Figure 1. PDN straps and rails.
Drawn at 3 px/µm. Pins as bars on the die edge.
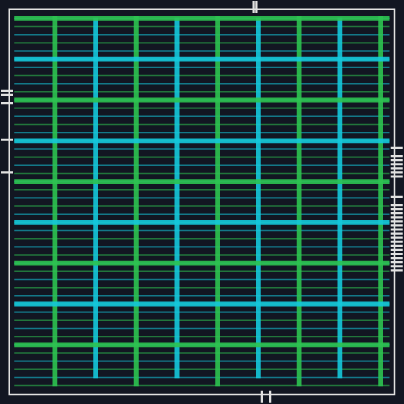
Figure 2. Cells coloured by class.
Drawn at 2 px/µm. Fill, decap, tap and diode cells in grey.
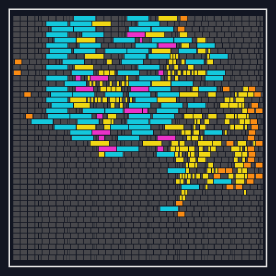
Figure 3. Clock network drawn from the DEF.
Drawn at 4 px/µm.
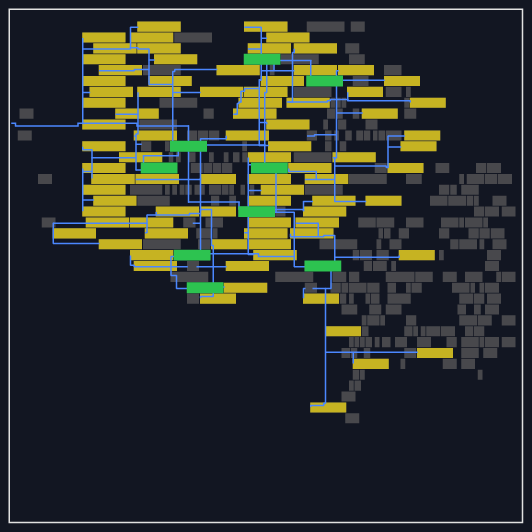
Figure 4. Routed metal, one colour a layer.
Drawn at 3 px/µm. Only two layers are drawn.
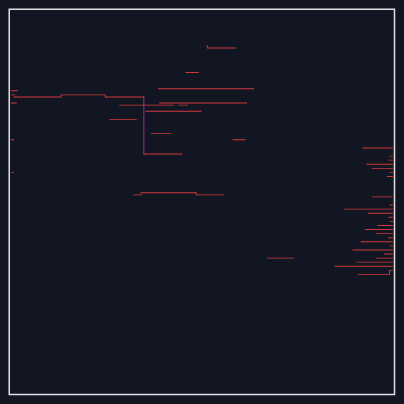
===== src/rtl/fifo_sync_prog_pkg.sv =====
// Shared FIFO definitions: default geometry, DEPTH derivation reused by future FIFO variants.
// FIFO_FWFT_EN (when defined) switches the FIFO top to first-word-fall-through read data.
package fifo_sync_prog_pkg;

    localparam int FIFO_DATA_WIDTH_DEF = 4;
    localparam int FIFO_ADDR_WIDTH_DEF = 4;

    function automatic int fifo_depth(input int addr_width);
        return 1 << addr_width;
    endfunction

    // Encoded as {write_accepted, read_accepted}
    typedef enum logic [1:0] {
        OP_IDLE = 2'b00,
        OP_RD   = 2'b01,
        OP_WR   = 2'b10,
        OP_RW   = 2'b11
    } fifo_op_e;

endpackage


===== src/rtl/fifo_sync_prog_if.sv =====
// Producer/consumer-facing bundle of the programmable FIFO; master drives requests, slave is the FIFO.
interface fifo_sync_prog_if
    import fifo_sync_prog_pkg::*;
#(
    parameter int DATA_WIDTH = FIFO_DATA_WIDTH_DEF,
    parameter int ADDR_WIDTH = FIFO_ADDR_WIDTH_DEF
);
    logic                  wr_en;
    logic [DATA_WIDTH-1:0] buf_in;
    logic                  rd_en;
    logic [DATA_WIDTH-1:0] buf_out;
    logic [ADDR_WIDTH:0]   af_thresh;
    logic [ADDR_WIDTH:0]   ae_thresh;
    logic                  err_clr;
    logic                  buf_full;
    logic                  buf_empty;
    logic                  almost_full;
    logic                  almost_empty;
    logic                  overflow;
    logic                  underflow;
    logic [ADDR_WIDTH:0]   fifo_counter;

    modport master (
        output wr_en, buf_in, rd_en, af_thresh, ae_thresh, err_clr,
        input  buf_out, buf_full, buf_empty, almost_full, almost_empty,
               overflow, underflow, fifo_counter
    );

    modport slave (
        input  wr_en, buf_in, rd_en, af_thresh, ae_thresh, err_clr,
        output buf_out, buf_full, buf_empty, almost_full, almost_empty,
               overflow, underflow, fifo_counter
    );
endinterface


===== src/rtl/fifo_sync_prog_mem.sv =====
// fifo_mem: DEPTH x DATA_WIDTH register array, synchronous write, combinational read.
module fifo_mem
    import fifo_sync_prog_pkg::*;
#(
    parameter int DATA_WIDTH = FIFO_DATA_WIDTH_DEF,
    parameter int ADDR_WIDTH = FIFO_ADDR_WIDTH_DEF
) (
    input  logic                  clk,
    input  logic                  we,
    input  logic [ADDR_WIDTH-1:0] waddr,
    input  logic [DATA_WIDTH-1:0] wdata,
    input  logic [ADDR_WIDTH-1:0] raddr,
    output logic [DATA_WIDTH-1:0] rdata
);
    localparam int DEPTH = fifo_depth(ADDR_WIDTH);

    logic [DATA_WIDTH-1:0] mem [DEPTH];

    always_ff @(posedge clk) begin
        if (we) begin
            mem[waddr] <= wdata;
        end
    end

    assign rdata = mem[raddr];
endmodule


===== src/rtl/fifo_sync_prog.sv =====
// Synchronous FIFO with programmable almost-full/empty thresholds and sticky error flags.
// Build with FIFO_FWFT_EN defined for first-word-fall-through read data.
module fifo_sync_prog
    import fifo_sync_prog_pkg::*;
#(
    parameter int DATA_WIDTH = FIFO_DATA_WIDTH_DEF,
    parameter int ADDR_WIDTH = FIFO_ADDR_WIDTH_DEF
) (
    input logic             clk,
    input logic             rst,
    fifo_sync_prog_if.slave bus
);
    localparam int                DEPTH   = fifo_depth(ADDR_WIDTH);
    localparam logic [ADDR_WIDTH:0] DEPTH_C = (ADDR_WIDTH+1)'(DEPTH);

    logic [ADDR_WIDTH-1:0] wr_ptr;
    logic [ADDR_WIDTH-1:0] rd_ptr;
    logic [ADDR_WIDTH:0]   count;
    logic [DATA_WIDTH-1:0] rd_data;
    logic                  full;
    logic                  empty;
    logic                  rd_acc;
    logic                  wr_acc;
    logic                  overflow_q;
    logic                  underflow_q;
    fifo_op_e              op;

    assign full   = (count == DEPTH_C);
    assign empty  = (count == '0);
    assign rd_acc = bus.rd_en && !empty;
    // A full FIFO still takes a write when the same edge frees a slot
    assign wr_acc = bus.wr_en && (!full || rd_acc);
    assign op     = fifo_op_e'({wr_acc, rd_acc});

    fifo_mem #(
        .DATA_WIDTH (DATA_WIDTH),
        .ADDR_WIDTH (ADDR_WIDTH)
    ) u_mem (
        .clk   (clk),
        .we    (wr_acc),
        .waddr (wr_ptr),
        .wdata (bus.buf_in),
        .raddr (rd_ptr),
        .rdata (rd_data)
    );

    always_ff @(posedge clk or negedge rst) begin
        if (!rst) begin
            wr_ptr      <= '0;
            rd_ptr      <= '0;
            count       <= '0;
            overflow_q  <= 1'b0;
            underflow_q <= 1'b0;
        end else begin
            if (wr_acc) wr_ptr <= wr_ptr + 1'b1;
            if (rd_acc) rd_ptr <= rd_ptr + 1'b1;
            case (op)
                OP_WR:   count <= count + 1'b1;
                OP_RD:   count <= count - 1'b1;
                default: count <= count;
            endcase
            // A fresh error wins over a same-cycle clear
            overflow_q  <= (overflow_q  && !bus.err_clr) || (bus.wr_en && !wr_acc);
            underflow_q <= (underflow_q && !bus.err_clr) || (bus.rd_en && empty);
        end
    end

`ifdef FIFO_FWFT_EN
    assign bus.buf_out = empty ? '0 : rd_data;
`else
    logic [DATA_WIDTH-1:0] buf_out_q;

    always_ff @(posedge clk or negedge rst) begin
        if (!rst) begin
            buf_out_q <= '0;
        end else if (rd_acc) begin
            buf_out_q <= rd_data;
        end
    end

    assign bus.buf_out = buf_out_q;
`endif

    // Margins beyond DEPTH would wrap the subtraction, so they force almost_full
    assign bus.almost_full  = (bus.af_thresh >= DEPTH_C) || (count >= (DEPTH_C - bus.af_thresh));
    assign bus.almost_empty = (count <= bus.ae_thresh);
    assign bus.buf_full     = full;
    assign bus.buf_empty    = empty;
    assign bus.fifo_counter = count;
    assign bus.overflow     = overflow_q;
    assign bus.underflow    = underflow_q;
endmodule


===== src/flat_wrapper.sv =====
// flat-port wrapper written by rule: the top's interface ports become plain ports
module fifo_sync_prog_flat import fifo_sync_prog_pkg::*;
#(
    parameter int DATA_WIDTH = FIFO_DATA_WIDTH_DEF,
    parameter int ADDR_WIDTH = FIFO_ADDR_WIDTH_DEF
)
  (clk, rst, bus_wr_en, bus_buf_in, bus_rd_en, bus_af_thresh, bus_ae_thresh, bus_err_clr, bus_buf_out, bus_buf_full, bus_buf_empty, bus_almost_full, bus_almost_empty, bus_overflow, bus_underflow, bus_fifo_counter);
  fifo_sync_prog_if #(.DATA_WIDTH(DATA_WIDTH), .ADDR_WIDTH(ADDR_WIDTH)) bus_i ();
  input logic clk;
  input logic rst;
  input wire logic [$bits(bus_i.wr_en)-1:0] bus_wr_en;
  input wire logic [$bits(bus_i.buf_in)-1:0] bus_buf_in;
  input wire logic [$bits(bus_i.rd_en)-1:0] bus_rd_en;
  input wire logic [$bits(bus_i.af_thresh)-1:0] bus_af_thresh;
  input wire logic [$bits(bus_i.ae_thresh)-1:0] bus_ae_thresh;
  input wire logic [$bits(bus_i.err_clr)-1:0] bus_err_clr;
  output wire logic [$bits(bus_i.buf_out)-1:0] bus_buf_out;
  output wire logic [$bits(bus_i.buf_full)-1:0] bus_buf_full;
  output wire logic [$bits(bus_i.buf_empty)-1:0] bus_buf_empty;
  output wire logic [$bits(bus_i.almost_full)-1:0] bus_almost_full;
  output wire logic [$bits(bus_i.almost_empty)-1:0] bus_almost_empty;
  output wire logic [$bits(bus_i.overflow)-1:0] bus_overflow;
  output wire logic [$bits(bus_i.underflow)-1:0] bus_underflow;
  output wire logic [$bits(bus_i.fifo_counter)-1:0] bus_fifo_counter;
  assign bus_i.wr_en = bus_wr_en;
  assign bus_i.buf_in = bus_buf_in;
  assign bus_i.rd_en = bus_rd_en;
  assign bus_i.af_thresh = bus_af_thresh;
  assign bus_i.ae_thresh = bus_ae_thresh;
  assign bus_i.err_clr = bus_err_clr;
  assign bus_buf_out = bus_i.buf_out;
  assign bus_buf_full = bus_i.buf_full;
  assign bus_buf_empty = bus_i.buf_empty;
  assign bus_almost_full = bus_i.almost_full;
  assign bus_almost_empty = bus_i.almost_empty;
  assign bus_overflow = bus_i.overflow;
  assign bus_underflow = bus_i.underflow;
  assign bus_fifo_counter = bus_i.fifo_counter;
  fifo_sync_prog #(.DATA_WIDTH(DATA_WIDTH), .ADDR_WIDTH(ADDR_WIDTH)) u_core (.clk(clk), .rst(rst), .bus(bus_i));
endmodule

===== config.mk =====
export PLATFORM = sky130hd
export DESIGN_NAME = fifo_sync_prog_flat
export DESIGN_NICKNAME = d
export VERILOG_FILES = /design/src/rtl/fifo_sync_prog_pkg.sv /design/src/rtl/fifo_sync_prog_if.sv /design/src/rtl/fifo_sync_prog_mem.sv /design/src/rtl/fifo_sync_prog.sv /design/src/flat_wrapper.sv
export SDC_FILE = /design/constraint.sdc
export NUM_CORES = 1
export LEC_CHECK = 0
export ABC_CLOCK_PERIOD_IN_PS = 6900
export CORE_UTILIZATION = 25
export CTS_CLUSTER_SIZE = 30
export DETAILED_ROUTE_END_ITERATION = 10
export SETUP_SLACK_MARGIN = 0.02
export SLEW_MARGIN = 5
export SYNTH_ARGS = -nofsm -noshare
export SYNTH_HDL_FRONTEND = slang
export SYNTH_HIERARCHICAL = 1
export SYNTH_SLANG_ARGS = --single-unit

===== constraint.sdc =====
create_clock -name clk -period 6.9 [get_ports clk]
set_input_delay 1.38 -clock clk [delete_from_list [all_inputs] [get_ports clk]]
set_output_delay 1.38 -clock clk [all_outputs]
set_load 0.03 [all_outputs]

==> notes.md <==
run metrics: Latency at later pin=0.33 ns, synth cell count leaders=edfxtp_1, nor2_1, dfrtp_1, min-delay worst type=reg2reg, tool warning count=26, DR vias/cell=4.45, worst slew pin tran=1.02 ns, kind of critical path=in2out, placed instance area=4500 µm², Worst Path Buf+Inv=4, dominant cell type by area after synthesis=edfxtp_1, Hold EP=u_core/bus.buf_out[0], hold violation total from the final report=0, pwr dens=393 nW/µm², Arrival @ worst endpoint=3.81 ns, Max Transition Viols Final=0, Post-CTS Repair Setup Buffers=0, largest net degree at the start of global routing=20, layout cells sized above 1=10.1%, Setup WS pre-CTS=1.70 ns, CTS max path bufs=2, Die W=128 µm, Top cell area share=48.5%, fin crit period=5.19 ns, floorplan utilization=25.9%, Ys Warns=6, endpoint class of the critical path=output pin, distinct lib cells=47, P_leak=1.70 nW, Detailed Route WL=7600 µm, num ports=34, cell chain of the critical path=clkdlybuf4s50_1, inv_1, ha_1, nor3b_1, ha_1, inv_1, ha_1, o21ai_0, o21ai_0, clkdlybuf4s50_1, Post-synth seq share=60.5%, status=completed, syn_area_per_cell=14.9 µm², Final GP Congestion=0.770, Crit path max-delay family=buffers and inverters, detailed-route DRC error count=0, Final ANT Viol Nets=0, # rows=45, Post-synth ARST share=22.9%, 1st-pass router iterations=4, Synth flops=83, Fin Setup TNS=0 ns, Mapped Cells=266, Hold-fix buffers, CTS=0, Top area cell types=edfxtp_1, dfrtp_1, mux4_1
-- Figure 1 (at the start) --
colour	net
cyan	VDD
green	VSS
rows	45
met1 rails	46
signal pins	34
met4 straps	9

-- Figure 2 (at the start) --
colour	class	cells
cyan	flip-flops	83
yellow	all other logic	175
magenta	clock drivers and dummy loads	16
orange	other buffers and delay cells	33

-- Figure 3 (at the start) --
[green] cells driving clock nets | count: 9
[yellow] flip-flops | count: 83
[blue] clock wires | length: 1010 µm
routed clock nets	10

-- Figure 4 (at the start) --
colour	layer	wire length
magenta	met4	19.0 µm
red	met3	396 µm
via total after detailed routing: 2305
WL/cell: 14.7 µm

==> metrics by stage <==
| stage | util (%) | hold WS (ns) | instances | total power [mW] |
|---|---|---|---|---|
| after CTS | 31.2 | 0.524 | 518 | 1.90 |
| after floorplan | - | 0.492 | 266 | 1.24 |
| after global placement | 29.4 | 0.494 | 502 | 1.43 |
| after global routing | 31.2 | 0.535 | 518 | 2.00 |
| final | 31.2 | 0.515 | 518 | 1.88 |
| after detailed placement | 29.4 | 0.506 | 502 | 1.45 |
==> area by class of cell <==
class,count,area [µm²]
well taps,211,264
fillers,1518,10500
repair buffers,33,330
clock inverters,6,48.8
inverters,15,56.3
multi-input cells,160,1450
flip-flops and latches,83,2400
clock buffers,10,229
==> routing by layer <==
layer  up-vias  global-route usage, %  wire [µm]
met2        54                   15.5       3580
met4         0                   2.63         19
met1      1148                   13.3       3600
met5         -                      0          0
li1       1101                      -          -
met3         2                   2.75        395
==> placed cells by master (no fill, tap or decap), drive strengths merged, types with 2 or more instances in the layout <==
master and instances:
nand3 12, inv 17, nand2 11, mux2 7
a21o 3, ha 17, nor2 25, clkinvlp 3
a21oi 5, nand2b 6, edfxtp 64, nor3 4
o21ai 7, clkbuf 10, xnor2 5, clkdlybuf4s50 33
nand3b 2, a211oi 3, xor2 5, nor2b 5
a22oi 4, nand4 2, or4 2, o211ai 2
dfrtp 19, mux4 16
==> sequential cells by signal, indices dropped and copies added (netlist names) <==
| signal | count |
|---|---|
| u_core/rd_ptr | 4 |
| u_core/bus.fifo_counter | 5 |
| u_core/wr_ptr | 4 |
| u_core/bus.buf_out | 4 |
| u_core/bus.overflow | 1 |
| u_core/bus.underflow | 1 |
| u_core/u_mem/mem | 64 |
==> kinds of logic after synthesis <==
logic type | synth area share, %
flops | 60.5
simple gates | 9.34
compound gates | 6.53
mux | 12.7
buf+inv | 2.90
fa+ha+maj | 5.87
xor+xnor | 2.21
==> worst max path at each step <==
stage                      from         endpoint  slack [ns]  cells after the start
6_report       bus_af_thresh[0]  bus_almost_full        1.71                     10
5_1_grt        bus_af_thresh[0]  bus_almost_full        1.59                     10
4_1_cts        bus_af_thresh[0]  bus_almost_full        1.69                     10
3_5_place_dp   bus_af_thresh[0]  bus_almost_full        1.70                     10
3_3_place_gp   bus_af_thresh[0]  bus_almost_full        1.74                     10
2_1_floorplan  bus_af_thresh[0]  bus_almost_full        2.48                      8
==> power breakdown <==
group / internal (mW) / switching [mW]
Sequential: 0.634 / 0.148
Clock: 0.247 / 0.195
Combinational: 0.324 / 0.328
No activity file was given, so power comes from the tool's default toggle rates.
